File: config.mk
export PLATFORM = sky130hd
export DESIGN_NAME = serial_receive_work
export DESIGN_NICKNAME = d
export VERILOG_FILES = /design/src/rtl/serial_receive_work.sv
export SDC_FILE = /design/constraint.sdc
export NUM_CORES = 2
export LEC_CHECK = 0
export CAP_MARGIN = 20
export CORE_ASPECT_RATIO = 0.6
export CORE_UTILIZATION = 50
export CTS_BUF_LIST = sky130_fd_sc_hd__clkbuf_8 sky130_fd_sc_hd__clkbuf_16
export CTS_CLUSTER_DIAMETER = 150
export CTS_CLUSTER_SIZE = 28
export DETAILED_ROUTE_END_ITERATION = 10
export PLACE_DENSITY = 0.85
export SYNTH_ARGS = -nofsm -noshare
export SYNTH_HDL_FRONTEND = slang
export SYNTH_SLANG_ARGS = --single-unit
File: constraint.sdc
create_clock -name clk -period 2.1 [get_ports clk]
set_input_delay 0.315 -clock clk [delete_from_list [all_inputs] [get_ports clk]]
set_output_delay 0.315 -clock clk [all_outputs]
set_load 0.05 [all_outputs]
File: src/rtl/serial_receive_work.sv
// -----------------------------------------------------------------------------
// serial_receive_work
//
// UART (8N1, LSB first) receiver that assembles a complete getwork frame of
// WORK_BYTES bytes from the host serial line. Each valid byte is shifted into
// a shadow buffer; only when the last byte of a frame has been received is the
// whole buffer copied to `data`, so the hashing core never sees a partial frame.
// The first byte of a frame ends up in data[WORK_BYTES*8-1 -: 8].
//
// Optional feature (compile-time macro RX_TIMEOUT_EN):
//   When defined, a partial frame is discarded after TIMEOUT_BAUDS bit periods
//   of idle line between bytes. When undefined, partial frames persist.
//
// Ports:
//   clk        in   system clock
//   rst_n      in   asynchronous active-low reset
//   RxD        in   serial line, idles high, asynchronous to clk
//   data       out  last complete getwork (WORK_BYTES*8 bits)
//   rx_done    out  one-cycle pulse when `data` is updated
//   frame_err  out  one-cycle pulse on a bad (low) stop bit
//   busy       out  high while a byte is in flight or a frame is partial
//
// comm_clk_frequency / baud_rate must be at least 4; WORK_BYTES at least 2.
// -----------------------------------------------------------------------------
module serial_receive_work #(
    parameter int comm_clk_frequency = 100_000_000,
    parameter int baud_rate          = 115_200,
    parameter int WORK_BYTES         = 84,
    parameter int TIMEOUT_BAUDS      = 40
) (
    input  logic                    clk,
    input  logic                    rst_n,
    input  logic                    RxD,
    output logic [WORK_BYTES*8-1:0] data,
    output logic                    rx_done,
    output logic                    frame_err,
    output logic                    busy
);

    localparam int BAUD_DIV = comm_clk_frequency / baud_rate;
    localparam int CNT_W    = $clog2(BAUD_DIV);
    localparam int BC_W     = $clog2(WORK_BYTES + 1);
    localparam int FW       = WORK_BYTES * 8;

    localparam logic [CNT_W-1:0] CNT_ZERO   = {CNT_W{1'b0}};
    localparam logic [CNT_W-1:0] CNT_ONE    = CNT_W'(1);
    localparam logic [CNT_W-1:0] HALF_LOAD  = CNT_W'(BAUD_DIV / 2 - 1);
    localparam logic [CNT_W-1:0] FULL_LOAD  = CNT_W'(BAUD_DIV - 1);
    localparam logic [BC_W-1:0]  BC_ZERO    = {BC_W{1'b0}};
    localparam logic [BC_W-1:0]  BC_ONE     = BC_W'(1);
    localparam logic [BC_W-1:0]  LAST_COUNT = BC_W'(WORK_BYTES);

    typedef enum logic [1:0] {
        ST_IDLE  = 2'd0,
        ST_START = 2'd1,
        ST_DATA  = 2'd2,
        ST_STOP  = 2'd3
    } state_t;

    logic             rxd_meta_r;
    logic             rxd_sync_r;
    logic             rxd_prev_r;
    logic             start_edge_s;

    state_t           state_r;
    state_t           state_next_s;
    logic [CNT_W-1:0] cnt_r;
    logic [CNT_W-1:0] cnt_next_s;
    logic [2:0]       bit_idx_r;
    logic [2:0]       bit_idx_next_s;
    logic [7:0]       byte_r;
    logic [7:0]       byte_next_s;
    logic             stop_ok_s;
    logic             stop_bad_s;

    logic [FW-1:0]    shadow_r;
    logic [BC_W-1:0]  byte_count_r;
    logic [BC_W-1:0]  byte_count_next_s;
    logic             frame_done_s;
    logic             timeout_s;

    // Two-flop synchroniser on RxD plus a history flop for falling-edge detection.
    always_ff @(posedge clk or negedge rst_n) begin
        if (!rst_n) begin
            rxd_meta_r <= 1'b1;
            rxd_sync_r <= 1'b1;
            rxd_prev_r <= 1'b1;
        end else begin
            rxd_meta_r <= RxD;
            rxd_sync_r <= rxd_meta_r;
            rxd_prev_r <= rxd_sync_r;
        end
    end

    assign start_edge_s = rxd_prev_r & ~rxd_sync_r;

    // Byte count reaching WORK_BYTES is held for exactly one cycle, then publishes.
    assign frame_done_s = (byte_count_r == LAST_COUNT);

`ifdef RX_TIMEOUT_EN
    localparam int              TO_CYC  = TIMEOUT_BAUDS * BAUD_DIV;
    localparam int              TO_W    = $clog2(TO_CYC + 1);
    localparam logic [TO_W-1:0] TO_ZERO = {TO_W{1'b0}};
    localparam logic [TO_W-1:0] TO_ONE  = TO_W'(1);
    localparam logic [TO_W-1:0] TO_LAST = TO_W'(TO_CYC - 1);

    logic            idle_cnt_r;
    logic [TO_W-1:0] idle_cycles_r;
    logic            idle_run_s;

    // The idle counter only runs between bytes of a partial frame.
    assign idle_run_s = (state_r == ST_IDLE) && (byte_count_r != BC_ZERO) &&
                        !start_edge_s && !frame_done_s;
    assign timeout_s  = idle_run_s && (idle_cycles_r == TO_LAST);

    // Counts idle cycles of a partial frame; restarts whenever the run condition drops.
    always_ff @(posedge clk or negedge rst_n) begin
        if (!rst_n) begin
            idle_cycles_r <= TO_ZERO;
            idle_cnt_r    <= 1'b0;
        end else if (idle_run_s && !timeout_s) begin
            idle_cycles_r <= idle_cycles_r + TO_ONE;
            idle_cnt_r    <= 1'b1;
        end else begin
            idle_cycles_r <= TO_ZERO;
            idle_cnt_r    <= 1'b0;
        end
    end
`else
    assign timeout_s = 1'b0;
`endif

    // Receiver FSM next-state: half-bit start qualification, then one sample per bit period.
    always_comb begin
        state_next_s   = state_r;
        cnt_next_s     = cnt_r;
        bit_idx_next_s = bit_idx_r;
        byte_next_s    = byte_r;
        stop_ok_s      = 1'b0;
        stop_bad_s     = 1'b0;
        case (state_r)
            ST_IDLE: begin
                if (start_edge_s) begin
                    cnt_next_s   = HALF_LOAD;
                    state_next_s = ST_START;
                end else begin
                    state_next_s = ST_IDLE;
                end
            end
            ST_START: begin
                if (cnt_r == CNT_ZERO) begin
                    if (rxd_sync_r == 1'b0) begin
                        cnt_next_s     = FULL_LOAD;
                        bit_idx_next_s = 3'd0;
                        state_next_s   = ST_DATA;
                    end else begin
                        // Line went back high: a glitch, not a start bit.
                        state_next_s = ST_IDLE;
                    end
                end else begin
                    cnt_next_s = cnt_r - CNT_ONE;
                end
            end
            ST_DATA: begin
                if (cnt_r == CNT_ZERO) begin
                    byte_next_s[bit_idx_r] = rxd_sync_r;
                    cnt_next_s             = FULL_LOAD;
                    if (bit_idx_r == 3'd7) begin
                        state_next_s = ST_STOP;
                    end else begin
                        bit_idx_next_s = bit_idx_r + 3'd1;
                    end
                end else begin
                    cnt_next_s = cnt_r - CNT_ONE;
                end
            end
            ST_STOP: begin
                if (cnt_r == CNT_ZERO) begin
                    state_next_s = ST_IDLE;
                    if (rxd_sync_r == 1'b1) begin
                        stop_ok_s = 1'b1;
                    end else begin
                        stop_bad_s = 1'b1;
                    end
                end else begin
                    cnt_next_s = cnt_r - CNT_ONE;
                end
            end
            default: begin
                state_next_s = ST_IDLE;
            end
        endcase
    end

    // Frame byte counter: publish clears it, a bad stop or a timeout abandons the frame.
    always_comb begin
        byte_count_next_s = byte_count_r;
        if (frame_done_s) begin
            byte_count_next_s = BC_ZERO;
        end else if (stop_ok_s) begin
            byte_count_next_s = byte_count_r + BC_ONE;
        end else if (stop_bad_s || timeout_s) begin
            byte_count_next_s = BC_ZERO;
        end else begin
            byte_count_next_s = byte_count_r;
        end
    end

    // State, datapath and registered outputs.
    always_ff @(posedge clk or negedge rst_n) begin
        if (!rst_n) begin
            state_r      <= ST_IDLE;
            cnt_r        <= CNT_ZERO;
            bit_idx_r    <= 3'd0;
            byte_r       <= 8'h00;
            shadow_r     <= {FW{1'b0}};
            byte_count_r <= BC_ZERO;
            data         <= {FW{1'b0}};
            rx_done      <= 1'b0;
            frame_err    <= 1'b0;
            busy         <= 1'b0;
        end else begin
            state_r      <= state_next_s;
            cnt_r        <= cnt_next_s;
            bit_idx_r    <= bit_idx_next_s;
            byte_r       <= byte_next_s;
            byte_count_r <= byte_count_next_s;
            if (stop_ok_s) begin
                shadow_r <= {shadow_r[FW-9:0], byte_r};
            end
            if (frame_done_s) begin
                data <= shadow_r;
            end
            rx_done   <= frame_done_s;
            frame_err <= stop_bad_s;
            busy      <= (state_next_s != ST_IDLE) || (byte_count_next_s != BC_ZERO);
        end
    end

endmodule
pdn.png
The bar under the picture is 100 um long. Pins as bars on the die edge. Tap cells in gray.
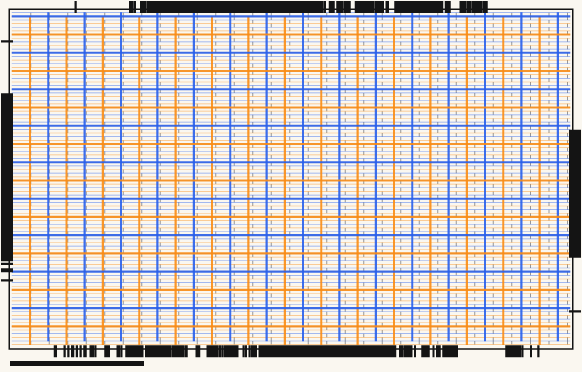
net	color
VSS	orange
VDD	blue
rows	91
signal pins	678
met5 straps	18
tap cells	1395

zoom.png
Window x 302 to 327, y 51 to 76 um. Cells in gray, sequential cells in the stronger gray; small squares are vias.
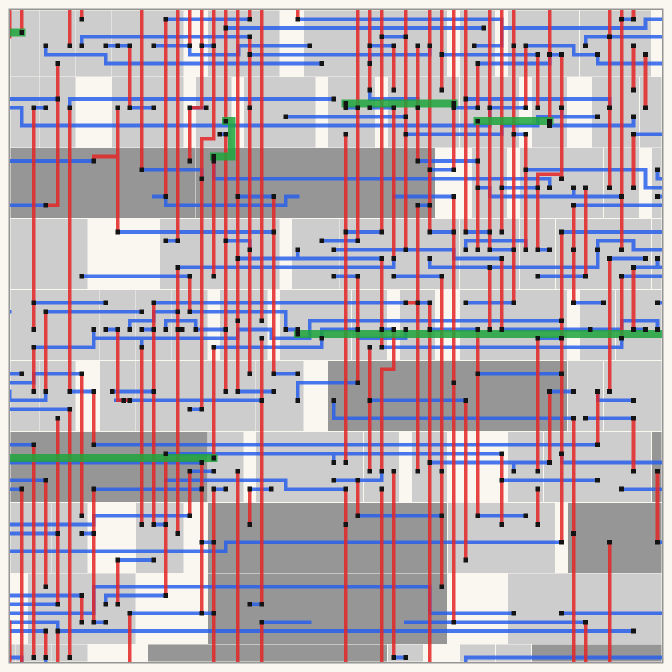
layer	color
met2	red
met1	blue
met3	green
netlist names of flops here include	byte_r (3), bit_idx_r (2)
sequential cells in the window	6
most frequent	nand2_1 (12), nor2_1 (7), buf_4 (7)
cells with their middle in the window	61

final_congestion.png
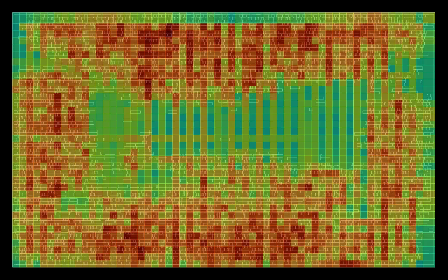
GR met1 Demand/Resource: 0.390
fraction of met2 tracks used by global routing: 0.429
met3 usage: 0.0476
gr busiest metal: met2
final routed wire length divided by cell count: 19.5 um

==> run notes <==
Summary of implementation figures.

Outcome
The flow ran to the end, but the final reports show violations. The checks that failed: setup timing.

Final layout
The area of the multi-input gates is 17400 um^2. By instance count after routing, the leading logic cell types are 3766 x nand2_1, 1377 x dfrtp_1, 623 x dlygate4sd2_1.

Detailed routing
The amount of wire on met3 after detailed routing is 12000 um. For this run, design rule violations remaining after detail routing come to 0.

Final timing
The total setup violations reported at the end of the flow is 347. The post-route worst setup slack is -100 ps. The maximum clock frequency is 0.454 GHz. At the pin with the least slew margin, the transition time is 645 ps.

Setup repair after global routing could not meet its margin everywhere.

Placement
The minimum setup slack after placement is -71.1 ps.

Clocking
On the reported timing paths, the clock transition at the registers reads 120 ps.

Setup path
The number of cell instances on the worst register-to-register path is 10. The largest fanout of any net on the critical path is 9. The end of the worst register-to-register path is shadow_r[255].

Floorplanning
In the floorplan report the effective utilization is 0.506. The floorplan step set the die width to 419 um.

Global routing
Recorded from the global router log, the overflow total was 0. The wire length of the first global-routing pass is 230000 um.

Yosys
The cell count after synthesis is 5902. The average footprint of a synthesized cell is 8.84 um^2. The post-synthesis cell count from yosys is 5902. By count the netlist is led by 4050 x nand2_1, 1377 x dfrtp_1, 194 x clkbuf_1, 99 x buf_2, 19 x nor2_1. Among all cell types in the netlist, the one instantiated most often is nand2_1.

Power
The power report puts the leakage power at 40.2 nW. The power per cell area is 640 nW/um^2. The top contributor to total power is sequential cells.
metal_stack.png
Only two layers are drawn.
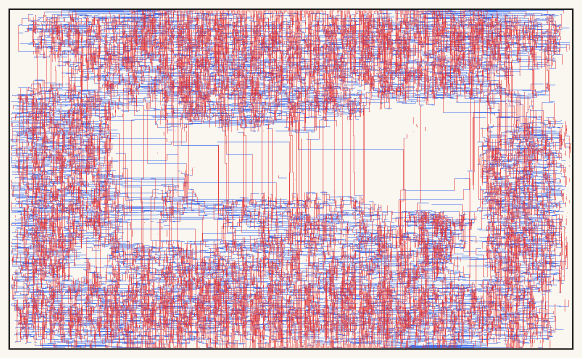
layer	color	wire length
met1	blue	64.2 mm
met2	red	73.7 mm
final WL: 157000 um
GRT Overall Usage: 0.276
via count: 42954

met4.png
Cells faint in the background.
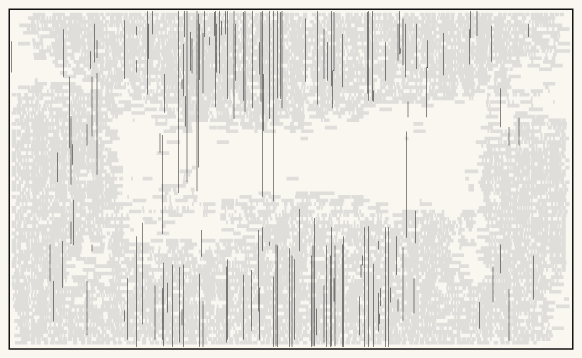
nets with wire on the layer	127
share of all routed wire	4.5%
main direction	vertical
wire length on this layer	7030 um
longest straight run	141 um

sequential cells by signal (all words and copies together) (netlist names):
register,count
data,672
shadow_r,672
cnt_r,10
byte_r,8
byte_count_r,7
bit_idx_r,3
state_r,2
busy,1
frame_err,1
rx_done,1
rxd_meta_r,1
rxd_prev_r,1
rxd_sync_r,1
metrics by stage:
| stage | utilization | area [um^2] | cells | hold WS [ps] | TNS (ps) |
|---|---|---|---|---|---|
| 6_report | 0.637 | 65700 | 8033 | 151 | -9460 |
| 5_1_grt | 0.637 | 65700 | 8033 | 128 | -54780 |
| 4_1_cts | 0.613 | 63200 | 7982 | 124 | -2630 |
| 3_5_place_dp | 0.599 | 61800 | 7879 | 221 | -7280 |
| 3_3_place_gp | 0.599 | 61800 | 7879 | 216 | -26.5 |
| 2_1_floorplan | - | 52200 | 5902 | 19.4 | 0 |
timing repair:
action                     in CTS  in global routing
setup endpoints to repair    1290               1070
buffers inserted               20                 14
pin swaps                      45                190
gates cloned                   11                 42
hold endpoints to repair      592                  0
hold buffers                    2                  0
resized                       677                440
critical path: stages, from the launching register on:
cell and delay (ps):
dfrtp_1 420, nor4_4 370, buf_4 180, nand4_4 120
nor2_4 130, buf_12 190, buf_8 150, buf_12 180
buf_12 140, nand2_1 110, nand2_1 90
cell type report:
cell class              count  share of cell area
inverters                  15            0.000972
repair buffers            976               0.158
well taps                1395              0.0266
clock buffers              57              0.0217
clock inverters            14             0.00130
multi-input cells        4196               0.265
flip-flops and latches   1380               0.526
per-layer routing:
metal	track usage	vias to the layer above
met3	0.0476	335
met2	0.429	1880
met1	0.390	21512
met5	0	-
li1	-	19227
met4	0.106	0
Power is estimated from default activity; no workload was simulated.
